File: src/rtl/palette_loader_pkg.sv
// Shared palette geometry: index/data widths and the 12-bit color layout.
// Pulled into the loader with a package import.
package palette_loader_pkg;

    localparam int PAL_IDX_W  = 8;
    localparam int PAL_DATA_W = 16;

    localparam int COLOR_W = 12;
    localparam int R_HI    = 11;
    localparam int R_LO    = 8;
    localparam int G_HI    = 7;
    localparam int G_LO    = 4;
    localparam int B_HI    = 3;
    localparam int B_LO    = 0;

endpackage

File: src/rtl/palette_loader.sv
// Host byte stream to palette RAM write engine: index byte, then hi/lo
// color byte pairs, one active-low strobe per entry with auto-increment.
module palette_loader
    import palette_loader_pkg::*;
#(
    parameter int IDX_W  = PAL_IDX_W,
    parameter int DATA_W = PAL_DATA_W
) (
    input  logic              clk,
    input  logic              nrst,
    input  logic              in_valid,
    output logic              in_ready,
    input  logic [7:0]        in_byte,
    input  logic              in_first,
    input  logic              wr_allow,
    output logic              wr,
    output logic [IDX_W-1:0]  wr_addr,
    output logic [DATA_W-1:0] wr_data,
    output logic              busy
);

    typedef enum logic [2:0] {
        S_IDLE,
        S_HI,
        S_LO,
        S_WRITE,
        S_STROBE
    } state_t;

    state_t state_q, state_d;
    logic [IDX_W-1:0]   addr_q, addr_d;
    logic [COLOR_W-1:0] color_q, color_d;
    logic               wr_q, wr_d;
    logic               take;

    assign in_ready = (state_q == S_IDLE) || (state_q == S_HI) ||
                      (state_q == S_LO);
    assign busy     = (state_q == S_WRITE) || (state_q == S_STROBE);
    assign take     = in_valid && in_ready;

    assign wr      = wr_q;
    assign wr_addr = addr_q;
    // Zero-extension keeps the unused top nibble of each entry at 0.
    assign wr_data = DATA_W'(color_q);

    always_comb begin
        state_d = state_q;
        addr_d  = addr_q;
        color_d = color_q;
        wr_d    = wr_q;
        unique case (state_q)
            S_IDLE: begin
                if (take && in_first) begin
                    addr_d  = IDX_W'(in_byte);
                    state_d = S_HI;
                end
            end
            S_HI: begin
                if (take) begin
                    if (in_first) begin
                        addr_d = IDX_W'(in_byte);
                    end else begin
                        color_d[R_HI:R_LO] = in_byte[R_HI-R_LO:0];
                        state_d = S_LO;
                    end
                end
            end
            S_LO: begin
                if (take) begin
                    if (in_first) begin
                        addr_d  = IDX_W'(in_byte);
                        state_d = S_HI;
                    end else begin
                        color_d[G_HI:B_LO] = in_byte;
                        state_d = S_WRITE;
                    end
                end
            end
            S_WRITE: begin
                if (wr_allow) begin
                    wr_d    = 1'b0;
                    state_d = S_STROBE;
                end
            end
            S_STROBE: begin
                wr_d    = 1'b1;
                addr_d  = addr_q + IDX_W'(1);
                state_d = S_HI;
            end
            default: begin
                wr_d    = 1'b1;
                state_d = S_IDLE;
            end
        endcase
    end

    always_ff @(posedge clk) begin
        if (!nrst) begin
            state_q <= S_IDLE;
            addr_q  <= '0;
            color_q <= '0;
            wr_q    <= 1'b1;
        end else begin
            state_q <= state_d;
            addr_q  <= addr_d;
            color_q <= color_d;
            wr_q    <= wr_d;
        end
    end

endmodule
File: config.mk
export PLATFORM = sky130hd
export DESIGN_NAME = palette_loader
export DESIGN_NICKNAME = d
export VERILOG_FILES = /design/src/rtl/palette_loader_pkg.sv /design/src/rtl/palette_loader.sv
export SDC_FILE = /design/constraint.sdc
export NUM_CORES = 1
export LEC_CHECK = 0
export ABC_CLOCK_PERIOD_IN_PS = 2050
export CORE_ASPECT_RATIO = 2
export CORE_MARGIN = 1.5
export CORE_UTILIZATION = 35
export CTS_CLUSTER_SIZE = 10
export DETAILED_ROUTE_END_ITERATION = 10
export MAX_ROUTING_LAYER = met4
export PLACE_DENSITY = 0.65
export RECOVER_POWER = 50
export SLEW_MARGIN = 20
export SYNTH_ARGS = -nofsm -noshare
export SYNTH_HDL_FRONTEND = slang
export SYNTH_SLANG_ARGS = --single-unit
File: constraint.sdc
create_clock -name clk -period 2.05 [get_ports clk]
set_input_delay 0.41 -clock clk [delete_from_list [all_inputs] [get_ports clk]]
set_output_delay 0.41 -clock clk [all_outputs]
set_load 0.02 [all_outputs]
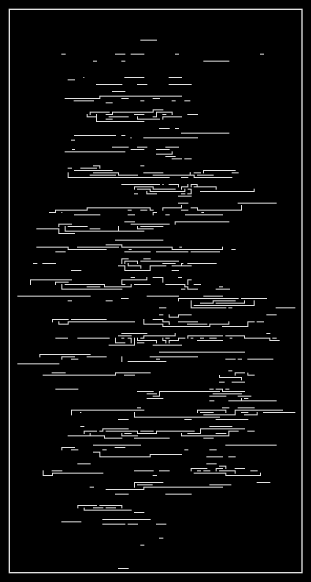
Figure 1: met1 routing.
wire length on this layer: 1050 um
nets with wire on the layer: 152
longest straight run: 14.7 um
drt total wl: 2.662 mm
DR vias: 1045

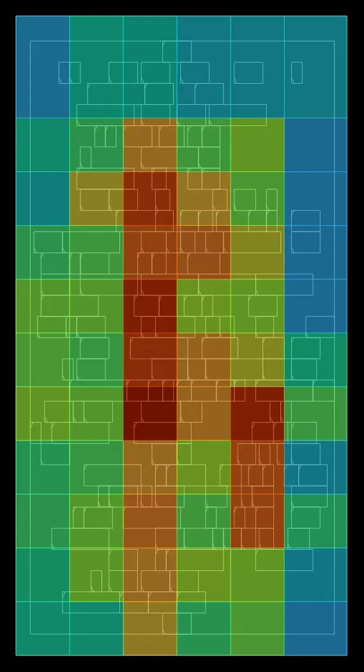
Figure 2: routing congestion.
grt met3 use: 3.696%
GRT Total Usage: 17.12%

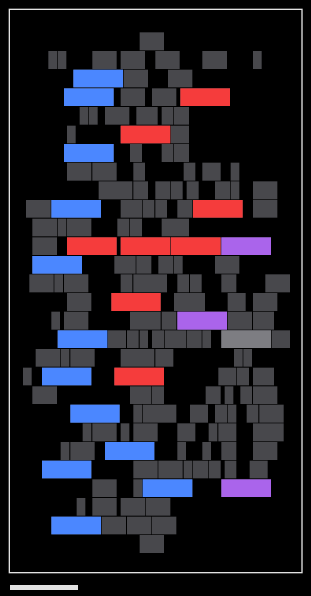
Figure 3: sequential cells grouped by signal name.
Scale bar: 10 um. Other sequential cells in the stronger gray, the rest of the logic in the fainter gray.
[color_q] blue | placed flops: 12
[state_q] purple | placed flops: 3
[wr_addr] red | placed flops: 8
sequential logic power: 0.492 mW
Sequential Area: 480.5 sq um
Final Core Density: 51.43%
Seq area share: 31.37%

==> metrics.yaml <==
floorplanning:
  core_area_sq_um: 2978
  fp.dieH_um: 82.10
  rows: 28
  chipWidth_um: 42.55
  fp_util_pct: 36.76
  die_area_sq_um: 3493
worst_hold_path:
  hold_path.class: "register to register"
critical_path:
  cp.required_ps: 1640
  cp_slowest_cell: "dfxtp_1"
  path_class: "register to output port"
  end_kind: "output port"
  r2r_start: "state_q[2]"
  cp_slowest_stage_delay_ps: 430
  start_kind: "register"
synth:
  syn_avg_cell_area_sq_um: 8.974
  yosysChipArea_sq_um: 1095
  common_cells: "dfxtp_1 (24), nor2_1 (15), mux2i_1 (12), nand3_1 (12), a21oi_1 (8)"
  yosysWarningCount: 0
  enable_flop_cells: 0
  top_area_share_pct: 43.89
  synthTopCellsByArea: "dfxtp_1 (44%), mux2i_1 (11%), nand3_1 (5.5%)"
  top_area_cell: "dfxtp_1"
  top_cell: "dfxtp_1"
  yosysUniqueCellTypes: 35
  async_flop_share_pct: 0
  synthCells: 122
  flop_cell: "dfxtp_1"
place:
  post-place-ws_ps: 154.4
  dp_hpwl_mm: 2.044
  dpl.cell_count: 188
  place_area_sq_um: 1490
  gp_congestion: 0.8005
  portBuffers: 35
sta:
  rsz0062_at_grt: "no"
  skew_ps: 1.720
  slew_headroom_pct: 60.62
  setup_viol: 0
  timing.setup.tns_ps: 0
  drv_slew: 0
  setup_ws_ps: 137.2
clocking:
  cts_tree: "done"
  cts.sinks: 24
  clkTransAtPathRegs_ps: 80
  h-tree-depth: 1
  numCtsBuffers: 3
  clockBufferDepth: 2
outcome:
  status: "finished, final reports clean"
global_route:
  antenna_found_initial: 0
  grt_pass1_vias: 977
  grt_max_degree: 19
  overflow: 0
  grt_pass1_wl_mm: 4.436
layout:
  nets: 177
  final_layout_size_suffix_gt1_share_pct: 6.790
  design_area_sq_um: 1531
  syn_to_final_growth_pct: 39.89
  stdcell_count: 192
drt:
  ant_nets: 0
  detail_route.iter0.violations: 19
  vias_per_cell: 5.443
  drt_first_pass_iters: 4
run:
  max_cap_violations: 0
power:
  powerDensity_nw_per_um2: 616.7
  power_mw: 0.9444
cell type report:
| class | instances | area [sq um] |
|---|---|---|
| Sequential cell | 24 | 480.5 |
| Fill cell | 287 | 1446 |
| Tap cell | 30 | 37.54 |
| Clock buffer | 4 | 55.05 |
| Inverter | 1 | 3.754 |
| Timing Repair Buffer | 43 | 396.6 |
| Multi-Input combinational cell | 90 | 558.0 |
cells in the final DEF, fill, tap and decap left out, drive strengths merged, types with 2 or more instances in the layout:
| master | count |
|---|---|
| a21oi | 8 |
| a2bb2oi | 2 |
| and3 | 4 |
| buf | 4 |
| clkbuf | 8 |
| clkdlybuf4s50 | 27 |
| conb | 4 |
| dfxtp | 24 |
| dlygate4sd3 | 6 |
| mux2i | 12 |
| nand2 | 6 |
| nand3 | 12 |
| nand4 | 4 |
| nor2 | 15 |
| nor2b | 2 |
| nor3b | 3 |
| o21ai | 2 |
worst register-to-register path, delay by kind of cell (launching register included):
| family | cells | cell delay (ps) |
|---|---|---|
| buffers and inverters | 1 | 190 |
| DFF | 1 | 430 |
| muxes | 1 | 260 |
| and+or+nand+nor | 3 | 790 |
state kept, by name, summed over array words and instances (netlist names):
signal and cells:
wr_addr 8, color_q 12, state_q 3, wr 1
cells by family after synthesis:
family | count (synthesis) | synth area share (%)
buffers and inverters | 11 | 6.171
flip-flops | 24 | 43.89
AND-OR/OR-AND | 20 | 11.89
other | 1 | 0.3425
multiplexers | 13 | 12.00
AND/OR/NAND/NOR | 52 | 24.57
adder cells (fa/ha/maj) | 1 | 1.143
repair_timing:
item	4_1_cts	5_1_grt
hold buffers	0	0
resized	1	1
setup endpoints to repair	1	1
hold endpoints to repair	0	0
layer usage:
| metal | global-route usage [%] | wire (um) | up-vias |
|---|---|---|---|
| li1 | - | - | 515 |
| met1 | 18.03 | 1051 | 495 |
| met2 | 29.54 | 1436 | 30 |
| met3 | 3.696 | 117 | 5 |
| met4 | 9.063 | 56 | 0 |
| met5 | - | 0 | - |
worst paths after layout:
check	to	slack, ps	cells past startpoint
max	busy	140	3
max reg2reg	wr_addr[7]	310	5
min reg2reg	wr	470	1
min	wr	470	1
power by group:
part	internal (mW)	total, mW	switching, mW	leakage [nW]
clock network	0.172	0.322	0.150	0.0288
logic	0.0625	0.131	0.0680	0.440
registers	0.479	0.492	0.0130	0.195
No activity file was given, so power comes from the tool's default toggle rates.
